==> config.mk <==
export PLATFORM = sky130hd
export DESIGN_NAME = mod_symbol_sequencer_flat
export DESIGN_NICKNAME = d
export VERILOG_FILES = /design/src/rtl/mod_pkg.sv /design/src/rtl/mod_symbol_sequencer_if.sv /design/src/rtl/mod_symbol_timer.sv /design/src/rtl/mod_symbol_sequencer.sv /design/src/flat_wrapper.sv
export SDC_FILE = /design/constraint.sdc
export NUM_CORES = 1
export LEC_CHECK = 0
export CORE_MARGIN = 3
export CORE_UTILIZATION = 30
export CTS_BUF_LIST = sky130_fd_sc_hd__clkbuf_4
export CTS_CLUSTER_SIZE = 30
export DETAILED_ROUTE_END_ITERATION = 12
export GPL_TIMING_DRIVEN = 0
export SYNTH_ARGS = -nofsm -noshare
export SYNTH_HDL_FRONTEND = slang
export SYNTH_SLANG_ARGS = --single-unit
export TNS_END_PERCENT = 100
==> constraint.sdc <==
create_clock -name clk -period 4.2 [get_ports clk]
set_input_delay 0.84 -clock clk [delete_from_list [all_inputs] [get_ports clk]]
set_output_delay 0.84 -clock clk [all_outputs]
set_load 0.005 [all_outputs]
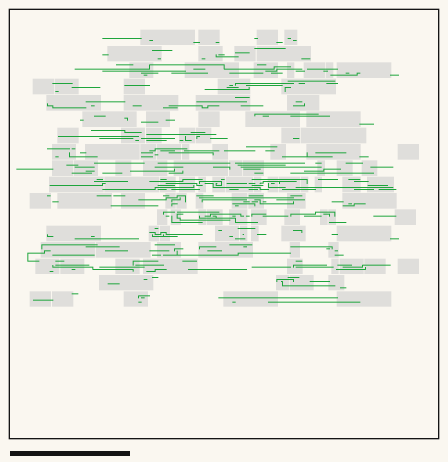
*Met1 routing, run 1*
The bar under the picture is 20 µm long.
The layer carries 1060 µm of wire. 118 nets have wire on it.
DR vias: 835
routed wire length: 2200 µm

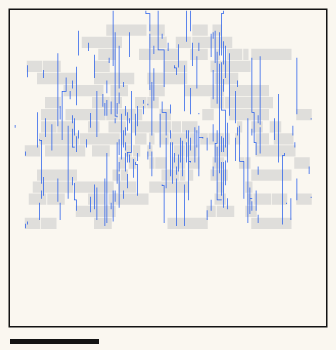
*Met2 routing, run 1*
The bar under the picture is 20 µm long.
The wires run mostly vertical. 123 nets have wire on it. The layer carries 1030 µm of wire. The longest straight run is 24.5 µm.
grt met2 use: 15.4%

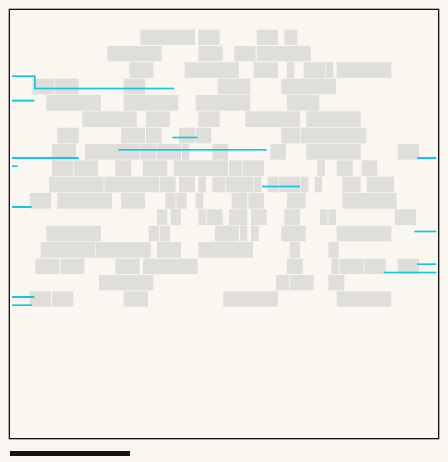
*The metal 3 layer, run 1*
The bar under the picture is 20 µm long.
13 nets have wire on it. The layer holds 4.8% of the routed length.
met3 usage: 3.55%

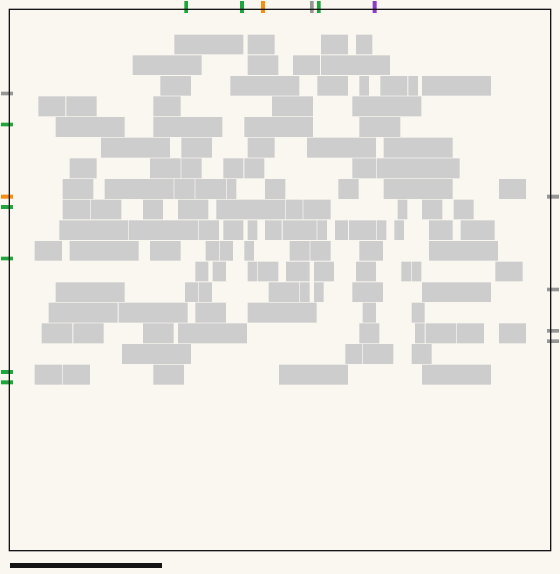
*I/O pins on the die edge, run 1*
The bar under the picture is 20 µm long. Pins as bars across the die edge, other pins in grey.
Purple marks rst, pins 1, direction input, edge top. Orange marks bus_sel, pins 2, direction output, edge 1 top, 1 left. Green marks bus_in_data, pins 8, direction input, edge 5 left, 3 top.
IO Port Bufs: 16
Die Ht: 71.2 µm
Die Wd: 71.2 µm

==> metrics.cfg, run 1 <==
[run_status]
run_status=finished clean

[floorplan]
initCoreUtil_pct=31.4
rows=23
core_um2=4060
ios=17
dieArea_um2=5070

[final_layout]
drive_gt1_share_pct=23.1
final_nets=135
diodes=0
flop_area_um2=701
utilization_pct=38.2
comb_area_um2=522
syn2layout_area_growth_pct=21.6

[clock_network]
clkTransAtPathRegs_ns=0.14
cts.repair.resized=0
clk_latency_ns=0.33
hold_buffers=0
postCtsSetupBuffers=0
cts_max_level=1
cts.sinks=28
clockRootBuffer=clkbuf_4
clockBufferDepth=2
cts_tree=yes
numCtsBuffers=3

[synthesis]
synth-seq-area-share_pct=55.0
top_area_share_pct=55.0
syn_area_um2=1270
async_flop_share_pct=100
yosysWarnings=0
syn_inst=101
synth_nets=114
ys.flops=28
ys_cells=101
yosys-stat-area_um2=1270
avgSynthCellArea_um2=12.6
edf_count=0
synthTopCellsByCount=dfrtp_1, mux2_2, nand2_1
topCellsByArea=dfrtp_1, mux2_2, nor3b_1
synth_cell_types=31
yosysTopAreaCell=dfrtp_1

[global_routing]
overflow=0
antenna_found_initial=0
track_usage_pct=9.96
grt_max_degree=29
grt_pass1_vias=908

[setup_path]
critPathLaunchType=flop
crit_family=buffers and inverters
crit_cells=2
critPathMaxStageDelay_ns=0.50
crit_fanout=6
path_buffers=2
cp-end-kind=primary output
rr_worst_depth=7
cpMaxStageDelayCell=clkdlybuf4s50_1
critical_path_class=flop to primary output
crit_chain=inv_1, clkdlybuf4s50_1
r2r_slack_ns=2.14
required_ns=3.36
worstPathArrival_ns=1.39

[route]
drt_iter0_drc=66
antenna_left=0
post_drt_wl_per_cell_um=12.9
firstDrtPassIters=4
via_per_inst=4.88
drc=0

[final_timing]
finalCritPeriodShare_pct=53.2
setup_ws_ns=1.97
fmax_ghz=0.447
drv_slew=0
setup_violations=0
hold_slack_ns=0.464
worst_pin_slew_ns=1.04
hold_viol_final=0
skew_ns=0.00476
timing.slew.headroom_pct=30.5
fin_tns_setup_ns=0
rsz0062_at_grt=false
period_needed_ns=2.23

[place]
place_ws_ns=1.84
place_congestion=0.832
dp_hpwl_um=1660

[power_and_ir_drop]
power_density_nw_per_um2=668
leakage_nw=0.675
p_total_w=0.00104
ir_drop_uv=319

[job]
log.warning_count=26
maxCapViolCount=0

[worst_hold_path]
min_delay_path_depth=1
hold_class=flop to flop

[run 1: layout make-up]
cell class | instances | share of cell area (%)
Tap cell | 50 | 4.04
Clock inverter | 1 | 1.94
Multi-Input combinational cell | 65 | 33.7
Sequential cell | 28 | 45.2
Buffer | 4 | 2.42
Timing Repair Buffer | 16 | 10.3
Clock buffer | 3 | 1.45
Inverter | 4 | 0.969
[run 1: logic make-up after synthesis]
family	Yosys count	synth area share [%]
flip-flops	28	55.0
multiplexers	17	15.6
buffers and inverters	8	4.12
adder cells (fa/ha/maj)	2	1.96
AND/OR/NAND/NOR	29	13.5
AND-OR/OR-AND	17	9.81
[run 1: power by group]
group | switching, W | internal (W) | leakage (nW)
registers | 0.0000634 | 0.000390 | 0.340
logic | 0.000182 | 0.000225 | 0.307
clock network | 0.0000779 | 0.0000966 | 0.0279
[run 1: layer usage]
layer / GRT usage [%] / vias to the layer above / share of wire, %
met4: 1.25 / 0 / 0.36
met1: 13.8 / 413 / 48
met3: 3.55 / 2 / 4.8
met2: 15.4 / 16 / 47
li1: - / 404 / -
met5: 0 / - / 0
[run 1: per-stage QoR]
stage               cells  cell area, µm²
finish                171            1550
global route          171            1550
CTS                   171            1550
detailed placement    167            1500
global placement      167            1500
floorplan             101            1270
[run 1: cell usage in the layout, fill, tap and decap left out]
cell type / n
inv_1: 4
clkbuf_4: 3
and2_2: 1
nor2_1: 4
nand4b_1: 1
nor3b_1: 5
nand2_1: 6
clkdlybuf4s50_1: 16
mux2_4: 2
o31ai_1: 1
o211ai_1: 1
o21ai_0: 3
mux2_2: 15
nand3b_1: 1
nand2b_1: 2
a21o_2: 1
ha_1: 2
nor2b_1: 1
o21a_1: 2
dfrtp_1: 28
a21o_1: 1
a2111o_1: 2
and4_2: 1
nand3_1: 4
a211o_1: 1
and3b_1: 1
bufinv_16: 1
nand3_2: 1
clkbuf_1: 1
o21bai_1: 1
nor4_1: 1
a211oi_1: 2
buf_6: 3
a21oi_1: 2
[run 1: worst reg2reg max path, delay by kind of cell, from the launching register on]
kind / cells / cell delay [ns]
compound gates: 2 / 0.55
fa+ha+maj: 1 / 0.29
buf+inv: 1 / 0.14
flops: 1 / 0.38
mux: 1 / 0.30
simple gates: 2 / 0.30
==> run 1 -> run 2 <==
==> constraint.sdc (replaced) <==
create_clock -name clk -period 2.2 [get_ports clk]
set_input_delay 0.44 -clock clk [delete_from_list [all_inputs] [get_ports clk]]
set_output_delay 0.44 -clock clk [all_outputs]
set_load 0.005 [all_outputs]
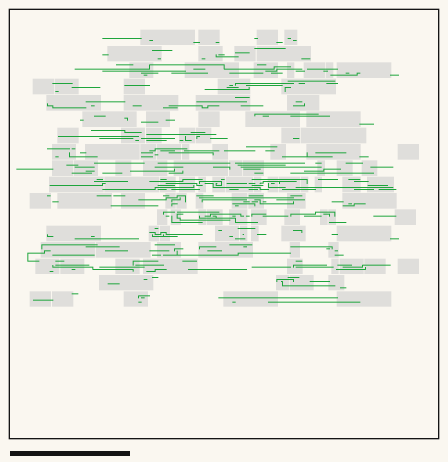
*Met1 routing, run 2*
The bar under the picture is 20 µm long.
The longest straight run is 19.8 µm. The layer holds 48% of the routed length. The layer carries 1060 µm of wire. The wires run mostly horizontal.
met1 Usage GRT: 13.8%

==> run 2 against run 1 <==
Die size unchanged. Sequential power increased by 91%. Final cell count is the same. Worst setup slack got worse by 1.8 ns. Clock-buffer cell count did not move. Combinational power is 91% higher. Via count unchanged. Area after synthesis unchanged. Critical endpoint is now u_core.bus.sel[0]. Largest cell class unchanged.
==> metrics.cfg, run 2 <==
[run_status]
run_status=finished clean  ; unchanged

[global_routing]
track_usage_pct=9.96  ; unchanged
grt_pass1_vias=908  ; unchanged
antenna_found_initial=0  ; unchanged
grt_max_degree=29  ; unchanged

[clock_network]
cts.repair.resized=0  ; unchanged
clockRootBuffer=clkbuf_4  ; unchanged
clockBufferDepth=2  ; unchanged
cts.sinks=28  ; unchanged
clkTransAtPathRegs_ns=0.15  ; was 0.14 ns
hold_buffers=0  ; unchanged
cts_max_level=1  ; unchanged

[power_and_ir_drop]
p_sw_w=0.000618  ; was 0.000324 W
p_clk_share_pct=16.8  ; about the same
swShare_pct=31.3  ; about the same
leakage_nw=0.675  ; unchanged
p_total_w=0.00198  ; was 0.00104 W
power_density_nw_per_um2=1280  ; was 668 nW/µm²

[place]
dp.cells=167  ; unchanged

[setup_path]
critPathLaunchType=flop  ; unchanged
required_ns=2.43  ; was 3.36 ns
worstPathArrival_ns=2.29  ; was 1.39 ns
cp-end-kind=flop  ; was primary output

[route]
drc=0  ; unchanged
routed_wl_um=2200  ; unchanged
via_per_inst=4.88  ; unchanged

[floorplan]
initCoreUtil_pct=31.4  ; unchanged
ios=17  ; unchanged
dieArea_um2=5070  ; unchanged

[synthesis]
synth_nets=114  ; unchanged
top_area_share_pct=55.0  ; unchanged
synthTopCellsByCount=dfrtp_1, mux2_2, nand2_1  ; unchanged

[job]
log.warning_count=26  ; unchanged

[worst_hold_path]
min_delay_path_depth=1  ; unchanged

[final_timing]
skew_ns=0.00476  ; unchanged

-- run 2: cell counts in the layout (fill, tap and decap cells not counted) --
Identical to the previous run, type by type.
-- run 2: stage by stage --
stage               utilization (%)  worst slack (ns)  hold slack (ns)
floorplan                         -             0.335            0.426
global placement               36.9             0.178            0.439
detailed placement             36.9             0.161            0.448
CTS                            38.2             0.127            0.471
global route                   38.2            0.0178            0.488
finish                         38.2             0.140            0.464
-- run 2: logic make-up (layout without fill, tap and decap cells) --
family | after synthesis | after routing
buffers and inverters | 8 | 28
adders and majority gates | 2 | 2
DFF | 28 | 28
muxes | 17 | 17
and+or+nand+nor | 29 | 29
AOI/OAI and AO/OA | 17 | 17
-- run 2: area by class of cell --
| class | count | area, µm² |
|---|---|---|
| plain buffers | 4 | 37.5 |
| clock buffers | 3 | 22.5 |
| clock inverters | 1 | 30.0 |
| fillers | 395 | 2510 |
| inverters | 4 | 15.0 |
| multi-input cells | 65 | 522 |
| flip-flops and latches | 28 | 701 |
| well taps | 50 | 62.6 |
| repair buffers | 16 | 160 |
-- run 2: power groups by stage --
stage               sequential, W  clock [W]  combinational [W]
CTS                      0.000869   0.000349           0.000794
global placement         0.000869          0           0.000766
finish                   0.000866   0.000333           0.000779
floorplan                0.000843          0           0.000597
global route             0.000898   0.000375           0.000891
detailed placement       0.000881          0           0.000791
-- run 2: worst register-to-register path: stages, from the launching register on --
cell and delay, ns:
dfrtp_1 0.38, ha_1 0.29, nand3_2 0.16, a21o_1 0.19
buf_6 0.14, mux2_4 0.30, nor3b_1 0.14, a2111o_1 0.36
-- run 2: metal layers --
| layer | up-vias | part of all wire, % | routed length (µm) |
|---|---|---|---|
| met2 | 16 | 47 | 1030 |
| met3 | 2 | 4.8 | 105 |
| met4 | 0 | 0.36 | 8 |
| li1 | 404 | - | - |
| met1 | 413 | 48 | 1060 |
| met5 | - | 0 | 0 |
Power figures rest on the tool's default switching activity, not on a simulated workload.
